**Run 1: cell classes on the final placement**

Bar = 20 um. Fill, decap, tap and diode cells in gray.
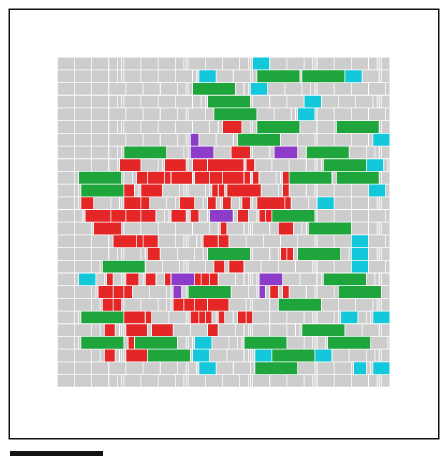
**Run 1: cell outlines without signal wires**

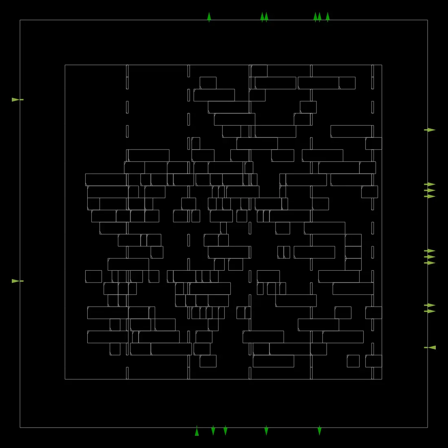
**Run 1: wiring by layer**

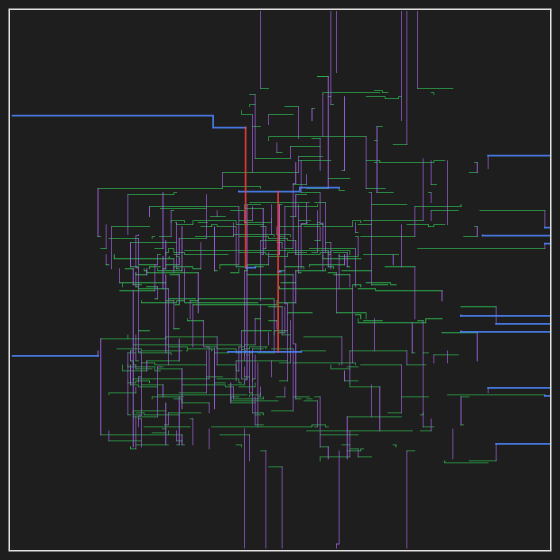
===== config.mk =====
export PLATFORM = sky130hd
export DESIGN_NAME = fft_ctrl
export DESIGN_NICKNAME = d
export VERILOG_FILES = /design/src/rtl/fft_ctrl.sv
export SDC_FILE = /design/constraint.sdc
export NUM_CORES = 1
export LEC_CHECK = 0
export CAP_MARGIN = 0
export CORE_MARGIN = 10
export CORE_UTILIZATION = 30
export DETAILED_ROUTE_END_ITERATION = 10
export PLACE_DENSITY_LB_ADDON = 0.08
export SKIP_CTS_REPAIR_TIMING = 1
export SKIP_LAST_GASP = 1
export SLEW_MARGIN = 20
export SYNTH_ARGS = -nofsm -noshare
export SYNTH_HDL_FRONTEND = slang
export SYNTH_SLANG_ARGS = --single-unit

===== constraint.sdc =====
create_clock -name clk -period 3.5 [get_ports clk]
set_input_delay 1.05 -clock clk [delete_from_list [all_inputs] [get_ports clk]]
set_output_delay 1.05 -clock clk [all_outputs]
set_load 0.05 [all_outputs]

===== src/rtl/fft_ctrl.sv =====
// Radix-2 DIT in-place FFT sequencer: butterfly addresses, twiddle index, write-back.
// Optional status outputs o_stage/o_stage_done under `define FFT_CTRL_STATUS_EN.
module fft_ctrl #(
  parameter int N        = 8,
  parameter int PIPE_LAT = 2
) (
  input  logic                       clk,
  input  logic                       rst_n,
  input  logic                       i_start,
  input  logic                       i_stall,
  output logic                       o_busy,
  output logic                       o_done,
  output logic                       o_rd_en,
  output logic [$clog2(N)-1:0]       o_rd_addr_a,
  output logic [$clog2(N)-1:0]       o_rd_addr_b,
  output logic                       o_tw_rd_en,
  output logic [$clog2(N)-2:0]       o_tw_addr,
  output logic                       o_wr_en,
  output logic [$clog2(N)-1:0]       o_wr_addr_a,
  output logic [$clog2(N)-1:0]       o_wr_addr_b
`ifdef FFT_CTRL_STATUS_EN
  ,
  output logic [$clog2($clog2(N)):0] o_stage,
  output logic                       o_stage_done
`endif
);

  localparam int AW = $clog2(N);
  localparam int BW = AW - 1;
  localparam int SW = $clog2(AW) + 1;
  localparam int CW = (PIPE_LAT > 1) ? $clog2(PIPE_LAT) : 1;
  localparam int PW = 2 * AW + 1;

  typedef enum logic [1:0] {
    IDLE,
    RUN,
    DRAIN,
    DONE
  } state_t;

  state_t          state_q, state_d;
  logic [SW-1:0]   s_q, s_d;
  logic [BW-1:0]   b_q, b_d;
  logic [CW-1:0]   cnt_q, cnt_d;
  logic            rd_en_q, rd_en_d;
  logic [AW-1:0]   rd_a_q, rd_a_d;
  logic [AW-1:0]   rd_b_q, rd_b_d;
  logic [BW-1:0]   tw_q, tw_d;
  logic            busy_q, busy_d;
  logic            done_q, done_d;
  logic            sdone_q, sdone_d;
  logic [PW-1:0]   pipe_q [PIPE_LAT];
  logic [PW-1:0]   pipe_d [PIPE_LAT];

  logic [AW-1:0]   half, pos, grp, a, twf;

  always_comb begin
    half = AW'(1) << s_q;
    pos  = {1'b0, b_q} & (half - AW'(1));
    grp  = {1'b0, b_q} >> s_q;
    a    = (grp << (s_q + SW'(1))) | pos;
    twf  = pos << (SW'(AW - 1) - s_q);
  end

  always_comb begin
    state_d = state_q;
    s_d     = s_q;
    b_d     = b_q;
    cnt_d   = cnt_q;
    rd_en_d = 1'b0;
    rd_a_d  = rd_a_q;
    rd_b_d  = rd_b_q;
    tw_d    = tw_q;
    busy_d  = 1'b0;
    done_d  = 1'b0;
    sdone_d = 1'b0;
    unique case (state_q)
      IDLE: begin
        if (i_start) begin
          state_d = RUN;
          s_d     = '0;
          b_d     = '0;
        end
      end
      RUN: begin
        busy_d = 1'b1;
        if (!i_stall) begin
          rd_en_d = 1'b1;
          rd_a_d  = a;
          rd_b_d  = a + half;
          tw_d    = twf[BW-1:0];
          b_d     = b_q + BW'(1);
          if (b_q == '1) begin
            state_d = DRAIN;
            cnt_d   = '0;
          end
        end
      end
      DRAIN: begin
        // Hold off the next stage until its inputs are written back.
        busy_d = 1'b1;
        cnt_d  = cnt_q + CW'(1);
        if (cnt_q == CW'(PIPE_LAT - 1)) begin
          sdone_d = 1'b1;
          if (s_q == SW'(AW - 1)) begin
            state_d = DONE;
          end else begin
            state_d = RUN;
            s_d     = s_q + SW'(1);
            b_d     = '0;
          end
        end
      end
      DONE: begin
        done_d  = 1'b1;
        state_d = IDLE;
      end
      default: state_d = IDLE;
    endcase
  end

  always_comb begin
    pipe_d[0] = {rd_en_q, rd_a_q, rd_b_q};
    for (int i = 1; i < PIPE_LAT; i++) begin
      pipe_d[i] = pipe_q[i-1];
    end
  end

  always_ff @(posedge clk or negedge rst_n) begin
    if (!rst_n) begin
      state_q <= IDLE;
      s_q     <= '0;
      b_q     <= '0;
      cnt_q   <= '0;
      rd_en_q <= 1'b0;
      rd_a_q  <= '0;
      rd_b_q  <= '0;
      tw_q    <= '0;
      busy_q  <= 1'b0;
      done_q  <= 1'b0;
      sdone_q <= 1'b0;
      pipe_q  <= '{default: '0};
    end else begin
      state_q <= state_d;
      s_q     <= s_d;
      b_q     <= b_d;
      cnt_q   <= cnt_d;
      rd_en_q <= rd_en_d;
      rd_a_q  <= rd_a_d;
      rd_b_q  <= rd_b_d;
      tw_q    <= tw_d;
      busy_q  <= busy_d;
      done_q  <= done_d;
      sdone_q <= sdone_d;
      pipe_q  <= pipe_d;
    end
  end

  assign o_busy      = busy_q;
  assign o_done      = done_q;
  assign o_rd_en     = rd_en_q;
  assign o_tw_rd_en  = rd_en_q;
  assign o_rd_addr_a = rd_a_q;
  assign o_rd_addr_b = rd_b_q;
  assign o_tw_addr   = tw_q;
  assign {o_wr_en, o_wr_addr_a, o_wr_addr_b} = pipe_q[PIPE_LAT-1];

`ifdef FFT_CTRL_STATUS_EN
  assign o_stage      = s_q;
  assign o_stage_done = sdone_q;
`else
  logic unused_sdone;
  assign unused_sdone = sdone_q;
`endif

endmodule


==> flow_summary.html, run 1 <==
<!-- implementation run metrics -->
<table>
<tr><th>Metric</th><th>Value</th></tr>
<tr><th colspan="2">Die</th></tr>
<tr><td>Number of placed I/O pins</td><td>23</td></tr>
<tr><td>Floorplan die width</td><td>91.71 um</td></tr>
<tr><td>Fraction of the core area occupied by cells at floorplan</td><td>0.3060</td></tr>
<tr><th colspan="2">Worst setup path</th></tr>
<tr><td>Startpoint Class</td><td>register</td></tr>
<tr><td>CP max stage delay</td><td>0.81 ns</td></tr>
<tr><td>Category of the worst setup path capture point</td><td>output port</td></tr>
<tr><td>Slowest stage cell, crit path</td><td>sky130_fd_sc_hd__clkdlybuf4s50_1</td></tr>
<tr><td>Required time reported for the critical path endpoint</td><td>between 2 and 2.5 ns</td></tr>
<tr><td>Worst setup path class</td><td>register to output port</td></tr>
<tr><td>Buf+Inv Stages, Crit Path</td><td>1</td></tr>
<tr><td>Series of cell instances along the critical path</td><td>clkdlybuf4s50_1</td></tr>
<tr><th colspan="2">Layout</th></tr>
<tr><td>Most common logic cells in the final layout</td><td>sky130_fd_sc_hd__dfrtp_1 (33), sky130_fd_sc_hd__clkdlybuf4s50_1 (22), sky130_fd_sc_hd__nand2_1 (11), sky130_fd_sc_hd__ha_1 (10), sky130_fd_sc_hd__inv_1 (9)</td></tr>
<tr><td>Post-route cell area</td><td>about 0.0019 mm^2</td></tr>
<tr><td>Ant diodes</td><td>0</td></tr>
<tr><td>Total Nets Final</td><td>165</td></tr>
<tr><td>Fraction of layout cells with a size suffix above 1</td><td>0.1391</td></tr>
<tr><th colspan="2">Flow run</th></tr>
<tr><td>Max-Cap Viols</td><td>0</td></tr>
<tr><td>Number of warnings in the stage logs</td><td>32</td></tr>
<tr><th colspan="2">STA</th></tr>
<tr><td>Worst Hold Margin</td><td>0.3498 ns</td></tr>
<tr><td>Least-Margin Pin Slew</td><td>0.5121 ns</td></tr>
<tr><td>Unrepaired setup endpoints after global routing</td><td>false</td></tr>
<tr><td>Final-report setup violation count</td><td>0</td></tr>
<tr><td>Final Skew</td><td>0.004553 ns</td></tr>
<tr><td>Final Hold Fails</td><td>0</td></tr>
<tr><td>Minimum clock period after layout</td><td>2.512 ns</td></tr>
<tr><th colspan="2">Placed design</th></tr>
<tr><td>Tally of buffers added on design ports</td><td>22</td></tr>
<tr><td>Total placed cells including tap cells</td><td>213</td></tr>
<tr><td>Dpl ws</td><td>0.8629 ns</td></tr>
<tr><td>Placed Area</td><td>0.001790 mm^2</td></tr>
<tr><th colspan="2">Synth</th></tr>
<tr><td>Dominant cell by count in the synthesized netlist</td><td>sky130_fd_sc_hd__dfrtp_1</td></tr>
<tr><td>Share of flip-flops with an asynchronous set or reset after synthesis</td><td>1.000</td></tr>
<tr><td>Synthesis-stage register bit count</td><td>33</td></tr>
<tr><td>Cell taking the most area after synthesis</td><td>sky130_fd_sc_hd__dfrtp_1</td></tr>
<tr><td>Synthesized netlist net count</td><td>145</td></tr>
<tr><td>Count of synthesis-stage warnings from yosys</td><td>0</td></tr>
<tr><td>Number of flops mapped to enable cells by yosys</td><td>0</td></tr>
<tr><td>Dominant cells by area after synthesis</td><td>sky130_fd_sc_hd__dfrtp_1 (54%), sky130_fd_sc_hd__ha_1 (8.1%), sky130_fd_sc_hd__buf_4 (3.4%)</td></tr>
<tr><td>Dominant register cell</td><td>sky130_fd_sc_hd__dfrtp_1</td></tr>
<tr><th colspan="2">Route</th></tr>
<tr><td>Number of design-rule violations left by the first detailed-router iteration</td><td>27</td></tr>
<tr><td>Drt first pass iters</td><td>4</td></tr>
<tr><td>Antenna Nets Post-Route</td><td>0</td></tr>
<tr><th colspan="2">Global routing</th></tr>
<tr><td>Maximum number of pins on one net before global-route repair</td><td>34</td></tr>
<tr><td>Aggregate global routing overflow</td><td>0</td></tr>
<tr><td>Wire length of the first global-routing pass</td><td>4.988 mm</td></tr>
<tr><th colspan="2">Outcome</th></tr>
<tr><td>Run status</td><td>finished, final reports clean</td></tr>
<tr><th colspan="2">Clocking</th></tr>
<tr><td>TritonCTS clock tree</td><td>done</td></tr>
<tr><td>H-tree lvl count</td><td>2</td></tr>
<tr><td>Number of buffers inserted during clock tree synthesis</td><td>5</td></tr>
<tr><td>Clock latency at the later pin of the worst-skew pair</td><td>0.28 ns</td></tr>
</table>
About 'cell classes on the final placement':
- clock drivers and dummy loads: purple (cells 8)
- combinational and other logic: red (cells 87)
- flops: green (cells 33)
- other buffers and delay cells: cyan (cells 23)

About 'cell outlines without signal wires':
total number of sequential cells: 33
core footprint: 0.005042 mm^2
number of fill cells: 509
final instance count without filler cells: 221

About 'wiring by layer':
- metal 4: red (wire length 51.0 um)
- metal 3: blue (wire length 170 um)
- metal 1: green (wire length 1360 um)
- metal 2: purple (wire length 1280 um)
total length of routed wires: 2.856 mm
average wire length per cell after detail routing: 12.92 um
Total GRT Usage: 0.07307

==> run 1: worst paths after layout <==
check | end | depth (start not counted) | from
min in group asynchronous | o_tw_addr[1] | 2 | rst_n
max in group asynchronous | pipe_d[4] | 2 | rst_n
hold reg to reg | o_wr_addr_b[2] | 0 | pipe_d[2]
hold / removal | o_wr_addr_b[2] | 0 | pipe_d[2]
setup reg to reg | o_rd_addr_b[2] | 9 | s_q[0]
setup / recovery | o_rd_addr_a[1] | 1 | o_rd_addr_a[1]
==> run 1: logic make-up (layout without fill, tap and decap cells) <==
| group | count (synthesis) | in the layout | share of synthesized area |
|---|---|---|---|
| buf+inv | 19 | 40 | 0.06569 |
| simple gates | 35 | 35 | 0.1346 |
| compound gates | 26 | 26 | 0.1330 |
| mux | 2 | 2 | 0.01460 |
| fa+ha+maj | 11 | 11 | 0.09408 |
| xor+xnor | 4 | 4 | 0.02271 |
| flops | 33 | 33 | 0.5353 |
==> run 1: cell type report <==
class                           instances  area (um^2)
Fill cell                             509         3169
Sequential cell                        33        825.8
Multi-Input combinational cell         78        615.6
Timing Repair Buffer                   23        227.7
Tap cell                               70        87.58
Clock buffer                            6        72.57
Inverter                                9        33.78
Clock inverter                          2        10.01
==> run 1: routing by layer <==
metal / routed length, um / GRT usage / up-vias
met2: 1279 / 0.1090 / 17
met5: 0 / 0 / -
met4: 51 / 0.03342 / 0
met3: 169 / 0.03504 / 5
met1: 1355 / 0.08717 / 467
li1: - / - / 476
==> run 1: state kept, by name, indices dropped and copies added, names as in the netlist, 2 cells and up <==
register	flops
state_q	2
pipe_d	7
o_tw_addr	2
o_rd_addr_b	3
o_wr_addr_a	3
s_q	3
b_q	2
o_wr_addr_b	3
o_rd_addr_a	3
**Run 1: wire density map**

18 x 18 tiles, from black (low) to pale yellow (high), scaled to the fullest tile. Values are wire area over tile area, all layers added.
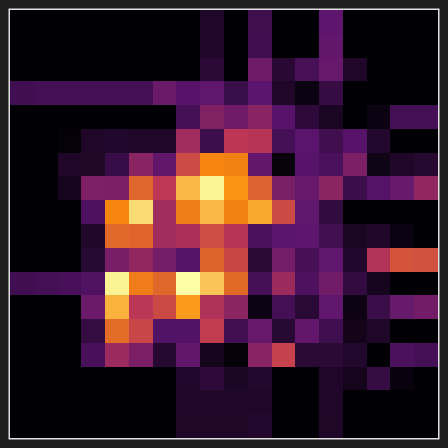

==> inputs of run 2 (changes only) <==
Clock period 3.5 ns to 2.12 ns, I/O delays scaled along.
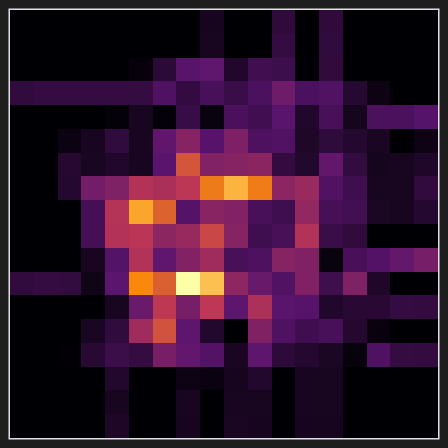
**Above:** run 2 (wire density map).
18 x 18 tiles, from black (low) to pale yellow (high), scaled to the fullest tile. Values are wire area over tile area, all layers added.
- densest ninth of the die: center
- nearly empty tiles: 37%
- emptiest ninth of the die: north-west

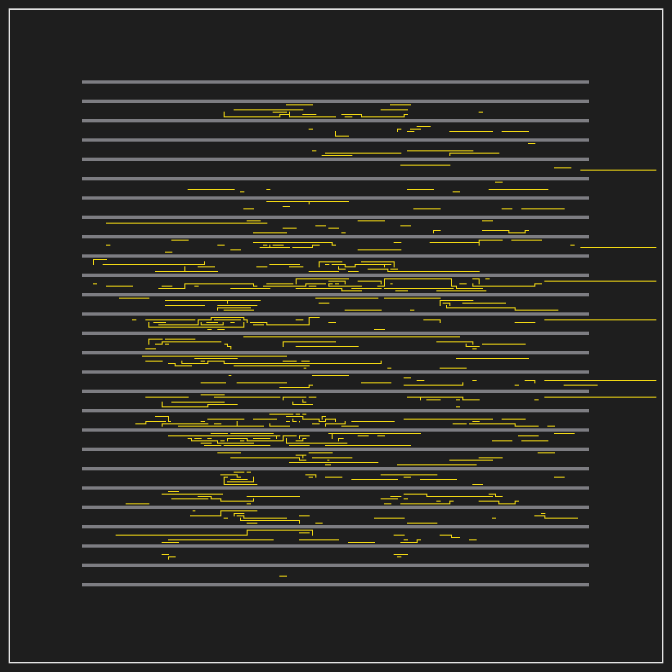
**Above:** run 2 (signal wires on met1).
Supply wires on this layer in gray.
- nets with wire on the layer: 153
- longest straight run: 30.4 um
- share of all routed wire: 47%
- main direction: horizontal
- wire length on this layer: 1480 um

==> flow_summary.html, run 2 <==
<!-- implementation run metrics -->
<table>
<tr><th>Metric</th><th>Value</th></tr>
<tr><th colspan="2">Die</th></tr>
<tr><td>Core footprint</td><td>0.005042 mm^2 (unchanged)</td></tr>
<tr><td>Floorplan die width</td><td>91.71 um (unchanged)</td></tr>
<tr><td>Number of placed I/O pins</td><td>23 (unchanged)</td></tr>
<tr><td>Fraction of the core area occupied by cells at floorplan</td><td>0.3060 (unchanged)</td></tr>
<tr><th colspan="2">Placed design</th></tr>
<tr><td>Tally of buffers added on design ports</td><td>22 (unchanged)</td></tr>
<tr><td>Dpl ws</td><td>0.004687 ns (-0.8582 ns)</td></tr>
<tr><td>Placed Area</td><td>0.001808 mm^2 (+0.98%)</td></tr>
<tr><th colspan="2">Route</th></tr>
<tr><td>Drt first pass iters</td><td>4 (unchanged)</td></tr>
<tr><td>Antenna Nets Post-Route</td><td>0 (unchanged)</td></tr>
<tr><td>Average wire length per cell after detail routing</td><td>13.59 um (+5.2%)</td></tr>
<tr><td>Total length of routed wires</td><td>3.126 mm (+9.5%)</td></tr>
<tr><th colspan="2">Worst setup path</th></tr>
<tr><td>Startpoint Class</td><td>register</td></tr>
<tr><td>Required time reported for the critical path endpoint</td><td>2.29 ns (-0.16 ns)</td></tr>
<tr><td>CP max stage delay</td><td>0.43 ns (-0.38 ns)</td></tr>
<tr><td>Series of cell instances along the critical path</td><td>inv_2 &gt; ha_4 &gt; nand2b_2 &gt; o31ai_4 &gt; ha_2 &gt; fa_1 &gt; xnor2_1 &gt; xnor2_1 &gt; o21ai_1</td></tr>
<tr><td>Buf+Inv Stages, Crit Path</td><td>1 (unchanged)</td></tr>
<tr><td>Category of the worst setup path capture point</td><td>register</td></tr>
<tr><td>Slowest stage cell, crit path</td><td>sky130_fd_sc_hd__dfrtp_2</td></tr>
<tr><th colspan="2">STA</th></tr>
<tr><td>Final Skew</td><td>0.006139 ns (+0.001587 ns)</td></tr>
<tr><td>Least-Margin Pin Slew</td><td>0.4174 ns (-0.09466 ns)</td></tr>
<tr><td>Final Hold Fails</td><td>0 (unchanged)</td></tr>
<tr><td>Worst Hold Margin</td><td>0.3487 ns (-0.001152 ns)</td></tr>
<tr><td>Final-report setup violation count</td><td>0 (unchanged)</td></tr>
<tr><th colspan="2">Global routing</th></tr>
<tr><td>Total GRT Usage</td><td>0.08113 (+0.008059)</td></tr>
<tr><td>Maximum number of pins on one net before global-route repair</td><td>34 (unchanged)</td></tr>
<tr><td>Wire length of the first global-routing pass</td><td>5.499 mm (+10%)</td></tr>
<tr><th colspan="2">Synth</th></tr>
<tr><td>Share of flip-flops with an asynchronous set or reset after synthesis</td><td>1.000 (unchanged)</td></tr>
<tr><td>Dominant cell by count in the synthesized netlist</td><td>sky130_fd_sc_hd__dfrtp_1</td></tr>
<tr><td>Synthesized netlist net count</td><td>145 (unchanged)</td></tr>
<tr><td>Cell taking the most area after synthesis</td><td>sky130_fd_sc_hd__dfrtp_1</td></tr>
<tr><td>Dominant cells by area after synthesis</td><td>sky130_fd_sc_hd__dfrtp_1 (54%), sky130_fd_sc_hd__ha_1 (8.1%), sky130_fd_sc_hd__buf_4 (3.4%)</td></tr>
<tr><td>Synthesis-stage register bit count</td><td>33 (unchanged)</td></tr>
<tr><td>Number of flops mapped to enable cells by yosys</td><td>0 (unchanged)</td></tr>
<tr><td>Dominant register cell</td><td>sky130_fd_sc_hd__dfrtp_1</td></tr>
<tr><th colspan="2">Clocking</th></tr>
<tr><td>Number of buffers inserted during clock tree synthesis</td><td>5 (unchanged)</td></tr>
<tr><td>Clock latency at the later pin of the worst-skew pair</td><td>0.28 ns (about the same)</td></tr>
<tr><td>H-tree lvl count</td><td>2 (unchanged)</td></tr>
<tr><th colspan="2">Layout</th></tr>
<tr><td>Most common logic cells in the final layout</td><td>sky130_fd_sc_hd__dfrtp_1 (31), sky130_fd_sc_hd__buf_4 (29), sky130_fd_sc_hd__nand2_1 (11), sky130_fd_sc_hd__inv_1 (7)</td></tr>
<tr><td>Ant diodes</td><td>0 (unchanged)</td></tr>
<tr><td>Total Nets Final</td><td>174 (+5.5%)</td></tr>
<tr><td>Final instance count without filler cells</td><td>230 (+4.1%)</td></tr>
<tr><td>Fraction of layout cells with a size suffix above 1</td><td>0.3625 (+0.2234)</td></tr>
<tr><th colspan="2">Flow run</th></tr>
<tr><td>Number of warnings in the stage logs</td><td>32 (unchanged)</td></tr>
<tr><th colspan="2">Outcome</th></tr>
<tr><td>Run status</td><td>finished, final reports clean</td></tr>
</table>
-- run 2: through the flow --
stage	setup TNS, ns
3_3_place_gp	-0.003841
5_1_grt	-0.0002023
6_report	0
3_5_place_dp	0
4_1_cts	-0.01437
2_1_floorplan	0
-- run 2: worst paths after layout --
path,cells past startpoint,endpoint,start
hold reg to reg,0,o_wr_addr_b[2],pipe_d[2]
min in group asynchronous,2,state_q[0],rst_n
hold / removal,0,o_wr_addr_b[2],pipe_d[2]
setup reg to reg,9,o_rd_addr_b[2],s_q[0]
max in group asynchronous,2,s_q[0],rst_n
setup / recovery,9,o_rd_addr_b[2],s_q[0]
-- run 2: logic make-up (layout without fill, tap and decap cells) --
| group | after synthesis | after routing | share of synthesized area |
|---|---|---|---|
| adders and majority gates | 11 | 11 | 0.09408 |
| AOI/OAI and AO/OA | 26 | 26 | 0.1330 |
| muxes | 2 | 2 | 0.01460 |
| DFF | 33 | 33 | 0.5353 |
| and+or+nand+nor | 35 | 35 | 0.1346 |
| buffers and inverters | 19 | 49 | 0.06569 |
| xor gates and xnor gates | 4 | 4 | 0.02271 |
-- run 2: layout make-up --
cell class,instances,area share
clock buffer,6,0.03781
timing repair buffer,32,0.1291
clock inverter,2,0.005215
inverter,9,0.01760
sequential,33,0.4316
tap,70,0.04563
multi-input combinational,78,0.3331
-- run 2: metal layers --
metal  vias up  part of all wire  GRT usage
met3         4             0.048    0.02689
met5         -                 0          0
met4         0             0.011    0.03470
met2        25              0.47     0.1238
met1       502              0.47     0.1025
li1        494                 -          -
